`src/rtl/usqrt_arb.sv`:
```
// usqrt_arb: round-robin sharing of one pipelined fixed-point square root among N requesters.
// Optional build macro USQRT_ARB_NEG_CHECK_EN adds sticky per-requester err_neg flags and zeroes
// the results of operands whose MSB is set.

// usqrt: restoring digit-by-digit square root, one root bit per stage, latency WIDTH-(WIDTH-SCALE)/2
module usqrt #(
  parameter int WIDTH = 20,
  parameter int SCALE = 12
) (
  input  logic             clk,
  input  logic [WIDTH-1:0] a,
  output logic [WIDTH-1:0] f
);
  localparam int R  = WIDTH - (WIDTH - SCALE) / 2;
  localparam int D  = 2 * R;
  localparam int RW = R + 3;
  localparam int SW = RW + R + D;

  logic [SW-1:0] st [R];

  // one radicand bit pair: remainder, partial root and remaining radicand advance together
  function automatic logic [SW-1:0] step(input logic [SW-1:0] x);
    logic [RW-1:0] rem, cur, trial;
    logic [R-1:0]  rt;
    logic [D-1:0]  rad;
    logic          ge;
    {rem, rt, rad} = x;
    cur   = (rem << 2) | RW'(rad[D-1 -: 2]);
    trial = RW'({rt, 2'b01});
    ge    = cur >= trial;
    return {ge ? cur - trial : cur, (rt << 1) | R'(ge), rad << 2};
  endfunction

  // radicand is a scaled up by 2^SCALE so the integer root carries SCALE fraction bits
  always_ff @(posedge clk) begin
    st[0] <= step({RW'(0), R'(0), D'(a) << SCALE});
    for (int s = 1; s < R; s++) st[s] <= step(st[s-1]);
  end

  assign f = WIDTH'(st[R-1][D +: R]);
endmodule

module usqrt_arb #(
  parameter int N     = 4,
  parameter int WIDTH = 20,
  parameter int SCALE = 12,
  parameter int LAT   = 16,
  parameter int DEPTH = 4
) (
  input  logic               clk,
  input  logic               reset_l,
  input  logic [N-1:0]       req_valid,
  output logic [N-1:0]       req_ready,
  input  logic [N*WIDTH-1:0] req_a,
  output logic [N-1:0]       rsp_valid,
  input  logic [N-1:0]       rsp_ready,
  output logic [N*WIDTH-1:0] rsp_f
`ifdef USQRT_ARB_NEG_CHECK_EN
  ,
  output logic [N-1:0]       err_neg
`endif
);
  localparam int PW = $clog2(N);
  localparam int AW = DEPTH > 1 ? $clog2(DEPTH) : 1;
  localparam int CW = $clog2(DEPTH + 1);
`ifdef USQRT_ARB_NEG_CHECK_EN
  localparam int TW = PW + 1;
`else
  localparam int TW = PW;
`endif

  if (LAT != WIDTH - (WIDTH - SCALE) / 2) begin : g_lat_chk
    $error("usqrt_arb: LAT must equal WIDTH-(WIDTH-SCALE)/2");
  end
  if (N < 2 || N > 16 || DEPTH < 1 || (DEPTH & (DEPTH - 1)) != 0) begin : g_cfg_chk
    $error("usqrt_arb: N must be 2..16 and DEPTH a power of two");
  end

  logic                run;
  logic [PW-1:0]       ptr, win;
  logic                any;
  logic [N-1:0]        elig, push, pop;
  logic [WIDTH-1:0]    win_a, a_q, f;
  logic                vld_q;
  logic [TW-1:0]       tag_d, tag_q;
  logic [LAT-1:0]      vld_p;
  logic [TW-1:0]       tag_p [LAT];
  logic                wb_vld;
  logic [PW-1:0]       wb_tag;
  logic [WIDTH-1:0]    wb_f;
  logic [CW-1:0]       cnt  [N];
  logic [CW-1:0]       fcnt [N];
  logic [AW-1:0]       wp   [N];
  logic [AW-1:0]       rp   [N];
  logic [WIDTH-1:0]    mem  [N][DEPTH];

  function automatic logic [PW-1:0] wrap(input int v);
    return PW'(v % N);
  endfunction

  function automatic logic [AW-1:0] nxt_p(input logic [AW-1:0] p);
    return p == AW'(DEPTH - 1) ? '0 : p + 1'b1;
  endfunction

  // FIFO status, credit eligibility and head presentation per requester
  always_comb begin
    for (int i = 0; i < N; i++) begin
      rsp_valid[i]             = fcnt[i] != '0;
      pop[i]                   = rsp_valid[i] && rsp_ready[i];
      push[i]                  = wb_vld && wb_tag == PW'(i);
      rsp_f[i*WIDTH +: WIDTH]  = rsp_valid[i] ? mem[i][rp[i]] : '0;
      elig[i]                  = run && req_valid[i] && cnt[i] < CW'(DEPTH);
    end
  end

  // round-robin search starting at ptr; full-credit requesters are simply skipped
  always_comb begin
    req_ready = '0;
    win       = '0;
    any       = 1'b0;
    for (int k = 0; k < N; k++) begin
      if (!any && elig[wrap(int'(ptr) + k)]) begin
        any                              = 1'b1;
        win                              = wrap(int'(ptr) + k);
        req_ready[wrap(int'(ptr) + k)]   = 1'b1;
      end
    end
    win_a = req_a[win*WIDTH +: WIDTH];
  end

`ifdef USQRT_ARB_NEG_CHECK_EN
  assign tag_d = {win_a[WIDTH-1], win};
`else
  assign tag_d = win;
`endif

  // issue register and round-robin pointer; run holds grants off until the first edge after release
  always_ff @(posedge clk or negedge reset_l) begin
    if (!reset_l) begin
      run   <= 1'b0;
      ptr   <= '0;
      a_q   <= '0;
      vld_q <= 1'b0;
      tag_q <= '0;
    end else begin
      run   <= 1'b1;
      a_q   <= any ? win_a : '0;
      vld_q <= any;
      tag_q <= any ? tag_d : '0;
      if (any) ptr <= wrap(int'(win) + 1);
    end
  end

  usqrt #(.WIDTH(WIDTH), .SCALE(SCALE)) u_sqrt (.clk(clk), .a(a_q), .f(f));

  // tag pipe shadowing the sqrt stages so the owner arrives alongside its result
  always_ff @(posedge clk or negedge reset_l) begin
    if (!reset_l) begin
      vld_p <= '0;
      for (int s = 0; s < LAT; s++) tag_p[s] <= '0;
    end else begin
      vld_p    <= {vld_p[LAT-2:0], vld_q};
      tag_p[0] <= tag_q;
      for (int s = 1; s < LAT; s++) tag_p[s] <= tag_p[s-1];
    end
  end

  // writeback register between the sqrt output and the result FIFOs
  always_ff @(posedge clk or negedge reset_l) begin
    if (!reset_l) begin
      wb_vld <= 1'b0;
      wb_tag <= '0;
      wb_f   <= '0;
    end else begin
      wb_vld <= vld_p[LAT-1];
      wb_tag <= tag_p[LAT-1][PW-1:0];
`ifdef USQRT_ARB_NEG_CHECK_EN
      wb_f   <= tag_p[LAT-1][PW] ? '0 : f;
`else
      wb_f   <= f;
`endif
    end
  end

  // FIFO pointers, occupancy and credits; a credit covers an op from grant until its result pops
  always_ff @(posedge clk or negedge reset_l) begin
    if (!reset_l) begin
      for (int i = 0; i < N; i++) begin
        cnt[i]  <= '0;
        fcnt[i] <= '0;
        wp[i]   <= '0;
        rp[i]   <= '0;
      end
    end else begin
      for (int i = 0; i < N; i++) begin
        if (push[i]) wp[i] <= nxt_p(wp[i]);
        if (pop[i]) rp[i] <= nxt_p(rp[i]);
        fcnt[i] <= fcnt[i] + CW'(push[i]) - CW'(pop[i]);
        cnt[i]  <= cnt[i] + CW'(req_ready[i]) - CW'(pop[i]);
      end
    end
  end

  // result storage; contents are only visible while the FIFO is non-empty
  always_ff @(posedge clk) begin
    if (wb_vld) mem[wb_tag][wp[wb_tag]] <= wb_f;
  end

`ifdef USQRT_ARB_NEG_CHECK_EN
  // sticky flag for any accepted operand with its sign bit set
  always_ff @(posedge clk or negedge reset_l) begin
    if (!reset_l) err_neg <= '0;
    else if (any && win_a[WIDTH-1]) err_neg[win] <= 1'b1;
  end
`endif

  a_fifo_no_overflow: assert property (@(posedge clk) disable iff (!reset_l)
    wb_vld |-> fcnt[wb_tag] != CW'(DEPTH));
endmodule

```
`config.mk`:
```
export PLATFORM = sky130hd
export DESIGN_NAME = usqrt_arb
export DESIGN_NICKNAME = d
export VERILOG_FILES = /design/src/rtl/usqrt_arb.sv
export SDC_FILE = /design/constraint.sdc
export NUM_CORES = 1
export LEC_CHECK = 0
export CORE_UTILIZATION = 35
export CTS_BUF_LIST = sky130_fd_sc_hd__clkbuf_16
export CTS_CLUSTER_DIAMETER = 120
export DETAILED_ROUTE_END_ITERATION = 7
export PLACE_DENSITY = 0.53
export SLEW_MARGIN = 20
export SYNTH_ARGS = -nofsm -noshare
export SYNTH_HDL_FRONTEND = slang
export SYNTH_SLANG_ARGS = --single-unit
export TNS_END_PERCENT = 100
```
`constraint.sdc`:
```
create_clock -name clk -period 6.5 [get_ports clk]
set_input_delay 0.975 -clock clk [delete_from_list [all_inputs] [get_ports clk]]
set_output_delay 0.975 -clock clk [all_outputs]
set_load 0.05 [all_outputs]
```
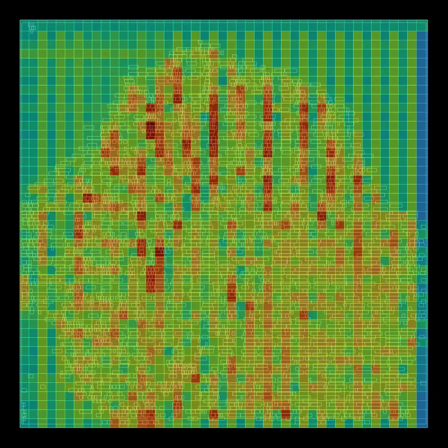
(run_1/congestion.png)
met3 GRT Util: 2.08%
global-route usage over all layers: 13.4%
final core utilization: 41.5%
met2 routing resource usage after global routing: 24.4%
grt peak-use layer: met2

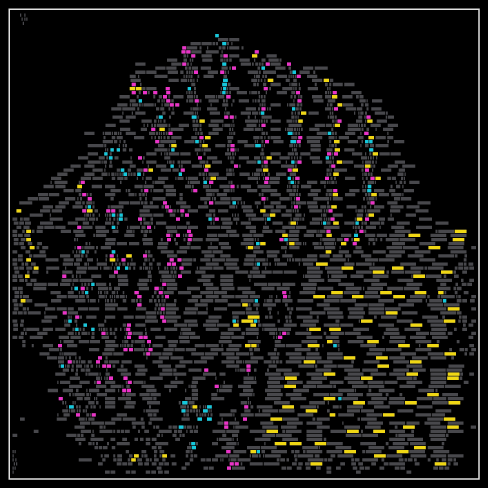
(run_1/logic_types.png)
Scale: 1.5 px per µm.
Yellow stands for mux cells, cells 138, where all over the die. Magenta stands for xor and xnor cells, cells 172. Cyan stands for non-inverting ao/oa cells, cells 84.

==> results.txt, run 1 <==
The full implementation flow was run.

The pre-CTS setup slack stands at 1640 ps. STA classifies the critical path startpoint as an input port. The number of endpoints with negative hold slack in the final report stands at 0. The slowest stage of the critical path is the sky130_fd_sc_hd__clkdlybuf4s50_1 cell.

The share of total power in combinational logic stands at 34.4%. The post-place instance area stands at 36700 µm². Measured on the final layout, the clock distribution area share stands at 7.17%.

The data arrival time reported for the critical path is 3860 ps. The worst path required time stands at 5520 ps. The transition time at the pin with the least slew margin stands at 1120 ps. The number of non-clock inverters in the layout stands at 233.

The wire length of the first global-routing pass stands at 106000 µm. The path depth of the worst reg2reg path stands at 9. The met1 usage in global routing stands at 16.1%. The top cell types in the final layout, fill and taps aside, are 458 x sky130_fd_sc_hd__dfxtp_1, 256 x sky130_fd_sc_hd__edfxtp_1, 242 x sky130_fd_sc_hd__inv_1. Sorting the synthesized cells by area gives the leading types as sky130_fd_sc_hd__dfxtp_1 27%, sky130_fd_sc_hd__edfxtp_1 23%, sky130_fd_sc_hd__dfrtp_1 9.9%, sky130_fd_sc_hd__ha_1 6.4%, sky130_fd_sc_hd__mux4_2 4.4%. Of all power groups, the one with the highest power is registers. Per STA, the worst path accumulates the most delay in the family buffers and inverters. Of the total standard cell area in the layout, the sequential portion is 51.1%. The post-CTS setup repair buffer count stands at 0.

Once placement completed, the tool counted placed cells totaling 4050. In this run the critical register-to-register path is launched from ptr[0]. Signal nets in the final route climb as high as met4. The chip area line of the yosys report stands at 33700 µm². Summed over all nets, wire length on met2 after detailed routing comes to 33400 µm. The largest clock skew in the final design stands at 36.4 ps.

The area inside the core boundary stands at 95200 µm². The area fraction in compound gates stands at 8.26%. In the final design, more cell area goes to registers than to any other class.

Among logic cells in the layout, the one with the most instances is sky130_fd_sc_hd__dfxtp_1. Detailed routing inserted a total of 19900 vias. The H-tree was split into 3 levels. For this run, the leading register cell type out of synthesis is sky130_fd_sc_hd__dfxtp_1. Of all cell types, the one taking the most synthesized area is sky130_fd_sc_hd__dfxtp_1. The number of flip-flops in the largest register stands at 458. The post-route met1 wirelength stands at 27900 µm. The number of non-clock buffers in the layout stands at 169. The violation count after the first detailed-route iteration stands at 957. The flow ran to the end, and the final reports show no timing, DRC or antenna violations. The cell total in the yosys stat output stands at 2676. The die covers 97400 µm². Dividing the synthesized area by the synthesized cell count gives 12.6 µm².

In this run the maximum-capacitance check reported violations numbering 0. The CTS buffer count stands at 87. In this run the count of I/O pins placed on the die edge is 178. The post-cts sizing count stands at 0. The worst IR drop on VDD stands at 0.000208 V. The multiplexer area fraction after synthesis stands at 6.76%.

u_sqrt.st holds more flip-flops than any other register. The final layout report lists a filler cell count of 8750. The sequential share of the synthesized area stands at 60.0%. Total power normalized to cell area comes to 503 nW/µm². After routing, the total negative slack on setup checks comes to 0 ps.

The most numerous cell type found on the critical path is sky130_fd_sc_hd__clkdlybuf4s50_1. The total met3 wirelength after detailed routing stands at 2230 µm. The critical path crosses 7 cells after its start point. The number of flops mapped to enable cells by yosys stands at 256.

The total iterations of the first detailed-routing run stands at 7. Looking at the reg2reg group, the worst path ends at a_q[7]. The report shows a maximum critical-path fanout of 5.

The mapped netlist covers 33700 µm². The clock transition at the registers of the reported paths stands at 60 ps. Checking hold timing, the worst path is listed with class input port to asynchronous set/reset pin. For reference, full adder, half adder and majority cells occupy 7.17% of the area reported after synthesis. The flow reports power dissipated in sequential cells as 8.24 mW. Hold is met by 305 ps.

The floorplan has 113 rows. The area of all placed cells without fillers stands at 39500 µm². The gate count of the mapped netlist stands at 2676. The maximum clock rate stands at 0.207 GHz. The area share of the largest cell type after synthesis stands at 27.2%. The final report lists the setup-violating endpoint count as 0.

The warning tally printed by Yosys for this design is 0. The signed area change from the synthesized netlist to the final layout stands at 17.4%. Listed in order, past its start point the critical path passes clkdlybuf4s50_1 -> nor4bb_1 -> or2_2 -> or3b_2 -> a21oi_1 -> a221o_1 -> clkdlybuf4s50_1. In this run the register-to-register setup slack is 2970 ps.

The cell-mix breakdown from Yosys lists the XOR/XNOR area share as 4.47%.
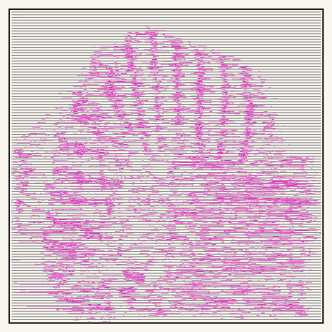
(run_1/layer_met1.png)
Scale: 1 px per µm. Supply wires on this layer in grey.
The longest straight run is 53.4 µm. 2973 nets have wire on it. The wires run mostly horizontal.

==> run_1/detail.png <==
Region (141, 204) to (171, 234) µm. Cells in grey, sequential cells in the stronger grey; small squares are vias.
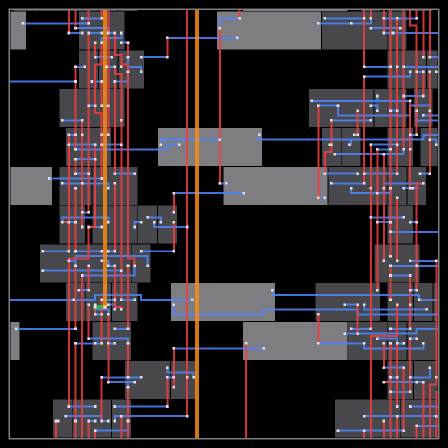

--- run 2 (diff from run 1) ---
PLACE_DENSITY = 0.55   (was 0.53)
clock period = 4.3 ns   (was 6.5 ns; I/O delays follow)
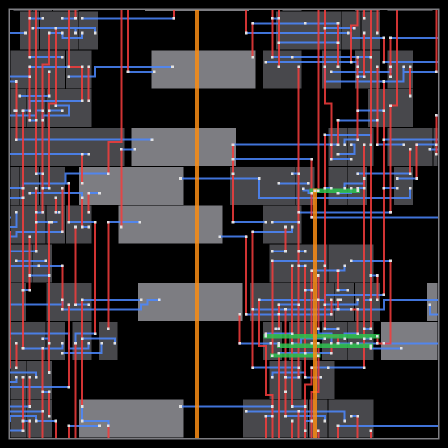
(run_2/detail.png)
Region (141, 204) to (171, 234) µm. Cells in grey, sequential cells in the stronger grey; small squares are vias.
Red stands for metal 2. Blue stands for metal 1. Orange stands for metal 4. Green stands for metal 3.
62 logic cells have their middle in the window. Most frequent: inv_1 (9), nand2_1 (8), a21oi_1 (8). Sequential cells in the window: 7. Netlist names of flops here include u_sqrt.st (7).

==> results.txt, run 2 <==
The full implementation flow was run.

Once layout is complete, the cells apart from fillers number 4237. The logic gate fraction of the total cell area stands at 31.1%. The count of buffers added on input and output ports is 161. The cell total in the yosys stat output stands at 2676. The number of warning messages in the yosys log stands at 0. The first routing iteration left 950 violations.

Setup slack closes at 519 ps. The met1 usage in global routing stands at 15.7%. The arrival time at the worst endpoint stands at 3140 ps. The worst setup path is captured at an output pin. In this run the critical register-to-register path is captured at cnt[2]. Counting flops with a built-in enable in the synthesized netlist gives 256. The register area stands at 20200 µm².

The area share of the largest cell type after synthesis stands at 27.2%. The reported combinational group power stands at 10.5 mW. The total iterations of the first detailed-routing run stands at 5. The critical path maximum fanout is 16. The critical path is of the flip-flop to output pin type. The transition time at the pin with the least slew margin stands at 1070 ps. The xor/xnor share of the synthesized area stands at 4.47%. The maximum clock rate stands at 0.264 GHz.

The area of all placed cells without fillers stands at 39600 µm². After layout, the clock buffer instance count stands at 89. The power report lists the sequential group at 12.3 mW.

The cell type that accounts for the most area after synthesis is sky130_fd_sc_hd__dfxtp_1. The CTS buffer count stands at 89. Entering global routing, the biggest net connects 78 pins. The class occupying the most area after layout is reported as registers. After detailed routing, the wire length on met1 is 27300 µm. The hold buffer count at cts stands at 0. The areal power density over the cells stands at 756 nW/µm². The source-to-sink clock delay at the later pin of the worst-skew pair stands at 650 ps. Leaving out fill and tap cells, the most frequent cell in the layout is sky130_fd_sc_hd__dfxtp_1. The share of total power in combinational logic stands at 34.9%. TritonCTS built the clock tree. Of the combinational cells, the family taking the most area is simple AND/OR/NAND/NOR gates.

The count of final max-slew check failures stands at 0. The global-route usage over all layers stands at 13.2%. For reference, the placement row count at floorplan is 113.

The number of fill cells in the layout stands at 8747. In the layout the tool counted multi-input logic cells amounting to 1537. The leakage component of the power was reported as 15.8 nW. The ratio of final minimum period to clock period stands at 87.9%.

For this run, the share of the core covered by cells in the final layout is 41.6%. Signal nets in the final route climb as high as met4. The setup check on the worst reg-to-reg path leaves a slack of 1060 ps.

The total met3 wirelength after detailed routing stands at 2230 µm. The width of the die stands at 312 µm. Setup repair after global routing left no endpoint under its margin. At the end of the flow, the number of nets in the layout was 3173. The proportion of cell area occupied by registers stands at 51.0%. The number of flip-flops in the largest register stands at 458. Per the post-place timing report, worst setup slack is 673 ps. The number of warning messages in the logs stands at 41. Between the synthesized netlist and the finished layout, the area growth was recorded as 17.5%. The part of the power in registers stands at 41.3%. The largest part of the power goes to registers. The worst hold-check slack stands at 34.4 ps.

Wires add up to 64100 µm. In this run switching power makes up 35.3% of total power. The worst IR drop on VDD stands at 0.000335 V. met2 is the most crowded layer. Clock tree synthesis selected as its root buffer the cell sky130_fd_sc_hd__clkbuf_16. In this run the critical path is formed by inv_1 -> ha_1 -> or3b_2 -> a21oi_1 -> a221o_1 -> buf_4.

The netlist area before placement stands at 33700 µm². Between clock sinks in the finished design, the worst skew comes to 32.8 ps. The floorplan report lists the tap cell count as 1265. Once detail routing completed, the nets flagged for antenna violations numbered 0. Cell internal power was estimated by the tool at 19.3 mW. The mean area per synthesized cell stands at 12.6 µm². The routed layout has 20000 vias. For reference, the critical path is captured by req_ready[1]. Including well taps, the total number of placed cells is 4072. The net switching component of the power stands at 10.6 mW. After synthesis, the most frequently instantiated cells are 458 x sky130_fd_sc_hd__dfxtp_1, 256 x sky130_fd_sc_hd__edfxtp_1, 232 x sky130_fd_sc_hd__inv_1. The first global-routing pass estimated 105000 µm of wire. The run finished with clean final reports.

The longest clock path from root to sink contains 3 buffers. The synthesized netlist devotes 7.17% of its cell area to adder and majority cells. The number of sinks on the clock net stands at 847. The worst path required time stands at 3650 ps. The worst setup path is launched from a flip-flop. The number of gates resized after CTS was 0.

The design draws 29.9 mW. The area fraction in compound gates stands at 8.26%. The number of setup violations in the final report stands at 0. The total half-perimeter wirelength after legalization and detailed placement stands at 46600 µm.

In this run the tightest slew margin relative to its limit is 28.7%. By instance count after routing, the leading logic cell types are 458 x sky130_fd_sc_hd__dfxtp_1, 256 x sky130_fd_sc_hd__edfxtp_1, 255 x sky130_fd_sc_hd__inv_1. The tool flagged a number of max-cap violations equal to 0.

Looking at the reg2reg group, the worst path starts from ptr[0]. The detailed-route vias per instance stands at 4.72. The total negative slack for setup checks stands at 0 ps. Measured along the y axis, the die boundary spans 312 µm. The area recorded from the Yosys report for this design is 33700 µm². For this design the top-level I/O count stands at 178. The number of non-clock buffers in the layout stands at 190. The proportion of cell area spent on the clock network stands at 6.98%. Looking at the cell usage after synthesis, the top flip-flop cell is sky130_fd_sc_hd__dfxtp_1. The via count of the first global-routing pass stands at 20800. The synthesis report lists the most area-consuming cells as sky130_fd_sc_hd__dfxtp_1 27%, sky130_fd_sc_hd__edfxtp_1 23%, sky130_fd_sc_hd__dfrtp_1 9.9%, sky130_fd_sc_hd__ha_1 6.4%, sky130_fd_sc_hd__mux4_2 4.4%. In the routed design, unresolved DRC markers number 0.

The STA report counts the stages on the worst setup path as 6. The sequential share of the synthesized area stands at 60.0%. In the final layout, non-clock buffers account for 4.63% of the cell area. u_sqrt.st holds more flip-flops than any other register. The number of endpoints with negative hold slack in the final report stands at 0. The post-place instance area stands at 36800 µm². The path depth of the worst reg2reg path stands at 10. The slowest stage of the critical path belongs to the cell sky130_fd_sc_hd__dfrtp_1. The gate count of the mapped netlist stands at 2676. The timing report notes that buffer and inverter cells on the critical path total 2. The total number of H-tree levels stands at 3. The post-CTS setup repair buffer count stands at 0. After layout, the inverter instance count without clock inverters stands at 233.

For this run, global-route usage on met3 was measured as 2.43%. Summing all multiplexer cells gives an area fraction of 6.76%. The routability-driven placement congestion ratio stands at 0.831. The cell family contributing the most delay on the critical path is flip-flops. The register bit count reported by yosys stands at 847. The min-delay analysis places its worst path in the category input port to asynchronous set/reset pin.

The clock-net power stands at 7.12 mW. Sequential cells placed in the final layout were counted as 847. In this run the worst setup path begins at ptr[0].

The wire length on met2 stands at 32900 µm. Global routing used 24.1% of the available met2 tracks. The area inside the core boundary stands at 95200 µm². The area of the die stands at 97400 µm². The final antenna diode tally reported by the flow is 0. On the worst setup and hold paths after CTS, the clock-pin slew comes to 60 ps. The clock network fraction of total power stands at 23.8%. The peak per-stage delay on the critical path stands at 630 ps.
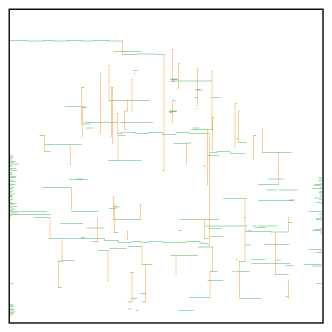
(run_2/wires.png)
Scale: 1 px per µm. Two of the layers only.
Orange stands for metal 4, wire length 1650 µm. Green stands for metal 3, wire length 2230 µm.

No activity file was given, so power comes from the tool's default toggle rates.
